$ cat src/rtl/uart_tx_param_if.sv
// Word-stream handshake from the UART register block / FIFO into the transmitter.
// valid/ready: a word transfers on a rising clk edge where tx_valid && tx_ready are
// both high; tx_data must be stable while tx_valid is high, and the producer keeps
// tx_valid asserted until that edge. tx_ready never depends combinationally on tx_valid.
interface uart_tx_param_if #(
  parameter int DATA_BITS = 8
);
  logic [DATA_BITS-1:0] tx_data;
  logic                 tx_valid;
  logic                 tx_ready;

  modport master (output tx_data, output tx_valid, input tx_ready);
  modport slave  (input tx_data, input tx_valid, output tx_ready);
endinterface

$ cat src/rtl/uart_tx_param.sv
// Parametrised UART transmitter: start bit, DATA_BITS payload LSB first, optional
// even/odd parity, 1 or 2 stop bits. Each bit lasts CLKS_PER_BIT clocks and the
// serial pin is driven straight from a flop.
module uart_tx_param #(
  parameter int CLKS_PER_BIT = 5208,
  parameter int DATA_BITS    = 8,
  parameter int PARITY_EN    = 1,
  parameter int PARITY_ODD   = 0,
  parameter int STOP_BITS    = 1
) (
  input  logic                  clk,
  input  logic                  n_rst,
  uart_tx_param_if.slave        tx_bus,
  output logic                  tx_line,
  output logic                  busy,
  output logic                  done,
  output logic [2:0]            state_dbg
);

  localparam int CW = $clog2(CLKS_PER_BIT);
  localparam int IW = $clog2(DATA_BITS + 1);
  localparam logic [CW-1:0] BAUD_LAST = CW'(CLKS_PER_BIT - 1);
  localparam logic [IW-1:0] IDX_LAST  = IW'(DATA_BITS - 1);
  localparam logic          STOP_LAST = (STOP_BITS == 2);
  localparam logic          PAR_INV   = (PARITY_ODD != 0);

  typedef enum logic [2:0] {
    IDLE   = 3'd0,
    START  = 3'd1,
    DATA   = 3'd2,
    PARITY = 3'd3,
    STOP   = 3'd4
  } state_t;

  state_t               state_q, state_d;
  logic [CW-1:0]        baud_q, baud_d;
  logic [IW-1:0]        idx_q, idx_d;
  logic                 stop_q, stop_d;
  logic [DATA_BITS-1:0] shift_q, shift_d;
  logic                 par_q, par_d;
  logic                 line_d;
  logic                 done_d;
  logic                 bit_end;

  assign bit_end          = (baud_q == BAUD_LAST);
  assign tx_bus.tx_ready  = (state_q == IDLE);
  assign busy             = (state_q != IDLE);
  assign state_dbg        = state_q;

  // State, counters, shift register and the registered pin/done outputs.
  always_ff @(posedge clk or negedge n_rst) begin
    if (!n_rst) begin
      state_q <= IDLE;
      baud_q  <= '0;
      idx_q   <= '0;
      stop_q  <= 1'b0;
      shift_q <= '0;
      par_q   <= 1'b0;
      tx_line <= 1'b1;
      done    <= 1'b0;
    end else begin
      state_q <= state_d;
      baud_q  <= baud_d;
      idx_q   <= idx_d;
      stop_q  <= stop_d;
      shift_q <= shift_d;
      par_q   <= par_d;
      tx_line <= line_d;
      done    <= done_d;
    end
  end

  // Next-state, bit timing and the pin level for the next cycle.
  always_comb begin
    state_d = state_q;
    baud_d  = baud_q;
    idx_d   = idx_q;
    stop_d  = stop_q;
    shift_d = shift_q;
    par_d   = par_q;
    done_d  = 1'b0;
    line_d  = 1'b1;

    if (state_q != IDLE) begin
      baud_d = bit_end ? '0 : baud_q + CW'(1);
    end

    case (state_q)
      IDLE: begin
        if (tx_bus.tx_valid) begin
          state_d = START;
          shift_d = tx_bus.tx_data;
          par_d   = (^tx_bus.tx_data) ^ PAR_INV;
          baud_d  = '0;
        end
      end
      START: begin
        if (bit_end) begin
          state_d = DATA;
          idx_d   = '0;
        end
      end
      DATA: begin
        if (bit_end) begin
          shift_d = shift_q >> 1;
          // Index may reach DATA_BITS, which its width accommodates.
          idx_d   = idx_q + IW'(1);
          if (idx_q == IDX_LAST) begin
            state_d = (PARITY_EN != 0) ? PARITY : STOP;
            stop_d  = 1'b0;
          end
        end
      end
      PARITY: begin
        if (bit_end) begin
          state_d = STOP;
          stop_d  = 1'b0;
        end
      end
      STOP: begin
        if (bit_end) begin
          if (stop_q == STOP_LAST) begin
            state_d = IDLE;
            stop_d  = 1'b0;
            done_d  = 1'b1;
          end else begin
            stop_d = stop_q + 1'b1;
          end
        end
      end
      default: state_d = IDLE;
    endcase

    // Pin level follows the state being entered so the flop holds it for the whole bit.
    case (state_d)
      START:   line_d = 1'b0;
      DATA:    line_d = shift_d[0];
      PARITY:  line_d = par_d;
      default: line_d = 1'b1;
    endcase
  end

endmodule

$ cat src/flat_wrapper.sv
// flat-port wrapper written by rule: the top's interface ports become plain ports
module uart_tx_param_flat 
#(
  parameter int CLKS_PER_BIT = 5208,
  parameter int DATA_BITS    = 8,
  parameter int PARITY_EN    = 1,
  parameter int PARITY_ODD   = 0,
  parameter int STOP_BITS    = 1
)
  (clk, n_rst, tx_line, busy, done, state_dbg, tx_bus_tx_data, tx_bus_tx_valid, tx_bus_tx_ready);
  uart_tx_param_if #(.DATA_BITS(DATA_BITS)) tx_bus_i ();
  input  logic clk;
  input  logic n_rst;
  output logic tx_line;
  output logic busy;
  output logic done;
  output logic [2:0] state_dbg;
  input wire logic [$bits(tx_bus_i.tx_data)-1:0] tx_bus_tx_data;
  input wire logic [$bits(tx_bus_i.tx_valid)-1:0] tx_bus_tx_valid;
  output wire logic [$bits(tx_bus_i.tx_ready)-1:0] tx_bus_tx_ready;
  assign tx_bus_i.tx_data = tx_bus_tx_data;
  assign tx_bus_i.tx_valid = tx_bus_tx_valid;
  assign tx_bus_tx_ready = tx_bus_i.tx_ready;
  uart_tx_param #(.CLKS_PER_BIT(CLKS_PER_BIT), .DATA_BITS(DATA_BITS), .PARITY_EN(PARITY_EN), .PARITY_ODD(PARITY_ODD), .STOP_BITS(STOP_BITS)) u_core (.clk(clk), .n_rst(n_rst), .tx_bus(tx_bus_i), .tx_line(tx_line), .busy(busy), .done(done), .state_dbg(state_dbg));
endmodule
$ cat config.mk
export PLATFORM = sky130hd
export DESIGN_NAME = uart_tx_param_flat
export DESIGN_NICKNAME = d
export VERILOG_FILES = /design/src/rtl/uart_tx_param_if.sv /design/src/rtl/uart_tx_param.sv /design/src/flat_wrapper.sv
export SDC_FILE = /design/constraint.sdc
export NUM_CORES = 1
export LEC_CHECK = 0
export CAP_MARGIN = 20
export CORE_MARGIN = 2
export CORE_UTILIZATION = 56
export DETAILED_ROUTE_END_ITERATION = 8
export PLACE_DENSITY = 0.79
export SYNTH_ARGS = -nofsm -noshare
export SYNTH_HDL_FRONTEND = slang
export SYNTH_SLANG_ARGS = --single-unit
$ cat constraint.sdc
create_clock -name clk -period 2.4 [get_ports clk]
set_input_delay 0.48 -clock clk [delete_from_list [all_inputs] [get_ports clk]]
set_output_delay 0.48 -clock clk [all_outputs]
set_load 0.02 [all_outputs]
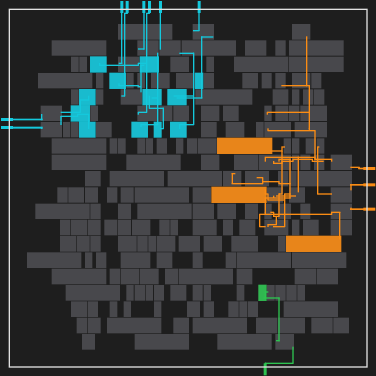
Fig. 1. I/O nets highlighted.
(6 px per um)
port	colour	direction	edge	end cells	buffers	wire
tx_bus_tx_ready	green	output	south	1	1	19.1 um
state_dbg	orange	output	east	3	4	173 um
tx_bus_tx_data	cyan	input	6 north, 2 west	12	8	166 um
IO Count: 18
IO Port Bufs: 17

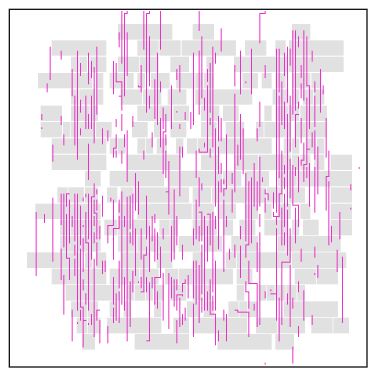
Fig. 2. The metal 2 layer.
(6 px per um) Cells faint in the background.
wire length on this layer	1740 um
share of all routed wire	49%
nets with wire on the layer	182
GR met2 Demand/Resource: 40.0%
WL final: 3510 um
vias: 1491

==> impl_metrics.tcl <==
# metrics dict for downstream scripts
set metrics [dict create \
    max_freq_mhz 439 \
    edf_count 0 \
    tns_ns 0 \
    wl_met3_um 122 \
    numCtsBuffers 5 \
    whs_endpoint "u_core.shift_q[1]" \
    layout_top_cell "dfrtp_1" \
    yosysTopAreaCellShare_pct 43.7 \
    final_layout_size_suffix_gt1_share_pct 10.7 \
    min_path_cells 2 \
    hpwl_um 2500 \
    grt_max_degree 32 \
    seq_area_um2 777 \
    start_kind "flip-flop" \
    ys_chip_area_mm2 0.00172 \
    synth-main-ff-cell "dfrtp_1" \
    synthArstFlopShare_pct 100 \
    worstPathMaxFanout 9 \
    diodes 0 \
    cp.arrival_ns 1.80 \
    h-tree-depth 2 \
    openroad.warnings 26 \
    finalPower_mw 1.28 \
    whs_ns 0.487 \
    gp_congestion 0.810 \
    path_class "flip-flop to output pin" \
    post-place-cells 230 \
    rows 20 \
    cellPowerDensity_mw_per_mm2 645 \
    synth_flops 31 \
    min_period_over_period_pct 94.8 \
    timing.rr.start "u_core.baud_q[7]" \
    final_area_mm2 0.00198 \
    fin_skew_ns 0.0113 \
    fill_cells 264 \
    post-place-ws_ns 0.273 \
    antenna_found_initial 0 \
    core_mm2 0.00298 \
    instances_no_fill 238 \
    status "finished clean" \
]
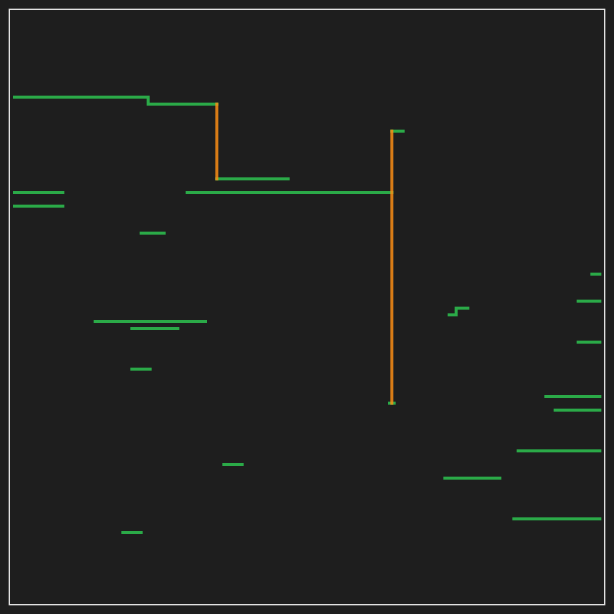
Fig. 3. Wiring by layer.
(10 px per um) Only two layers are drawn.
layer	colour	wire length
met4	orange	34.7 um
met3	green	123 um
Total GRT Usage: 23.1%
Routed WL per cell: 14.8 um

-- metal layers --
| layer | GRT usage (%) | up-vias |
|---|---|---|
| met3 | 5.24 | 5 |
| li1 | - | 722 |
| met5 | 0 | - |
| met4 | 7.79 | 0 |
| met1 | 28.2 | 733 |
| met2 | 40.0 | 31 |
-- flip-flops by register name, indices dropped and copies added (netlist names) --
register          flops
u_core.baud_q        13
u_core.shift_q        8
u_core.idx_q          4
u_core.state_dbg      3
u_core.done           1
u_core.par_q          1
u_core.tx_line        1
-- final cells by class --
class                   instances  area share [%]
multi-input cells             139            44.6
flip-flops and latches         31            39.2
repair buffers                 24            11.2
clock buffers                   8            2.46
well taps                      33            2.08
inverters                       3           0.567
-- power breakdown --
group | switching (mW) | internal, mW
Clock | 0.176 | 0.117
Combinational | 0.142 | 0.134
Sequential | 0.0898 | 0.621
-- cells by family (layout without fill, tap and decap cells) --
group / count (synthesis) / in the layout / synth area share (%)
and+or+nand+nor: 75 / 75 / 24.3
AOI/OAI and AO/OA: 52 / 52 / 19.9
buffers and inverters: 13 / 35 / 3.93
DFF: 31 / 31 / 45.2
muxes: 1 / 1 / 0.655
xor gates and xnor gates: 9 / 9 / 4.59
adders and majority gates: 2 / 2 / 1.46
-- what timing repair did --
item | in CTS | in global routing
buffers inserted | 0 | 0
endpoints found under the setup margin | 1 | 0
hold endpoints to repair | 0 | 0
resized | 2 | 0
-- worst max-delay path by stage --
| stage | slack (ns) | to | cells after the start | from |
|---|---|---|---|---|
| after CTS | 0.11 | busy | 2 | u_core.state_dbg[1] |
| after global placement | 0.30 | tx_bus_tx_ready | 3 | u_core.state_dbg[1] |
| after detailed placement | 0.27 | tx_bus_tx_ready | 3 | u_core.state_dbg[1] |
| after floorplan | 0.44 | u_core.idx_q[2] | 7 | u_core.baud_q[5] |
| final | 0.12 | busy | 2 | u_core.state_dbg[1] |
| after global routing | 0.07 | busy | 2 | u_core.state_dbg[1] |
-- cells in the mapped netlist, types with 3 or more instances --
cell type	number
xnor2_1	7
nand2_1	24
a31oi_1	4
clkbuf_1	5
a22oi_1	6
o21ai_0	16
buf_2	3
dfrtp_1	30
nor2_1	13
o31ai_1	6
nand3_1	11
inv_1	3
a21oi_1	6
-- critical path, cell delays in order (launching register included) --
cell	delay (ns)
dfrtp_1	0.48
or3_4	0.44
clkdlybuf4s50_1	0.55
Power is estimated from default activity; no workload was simulated.
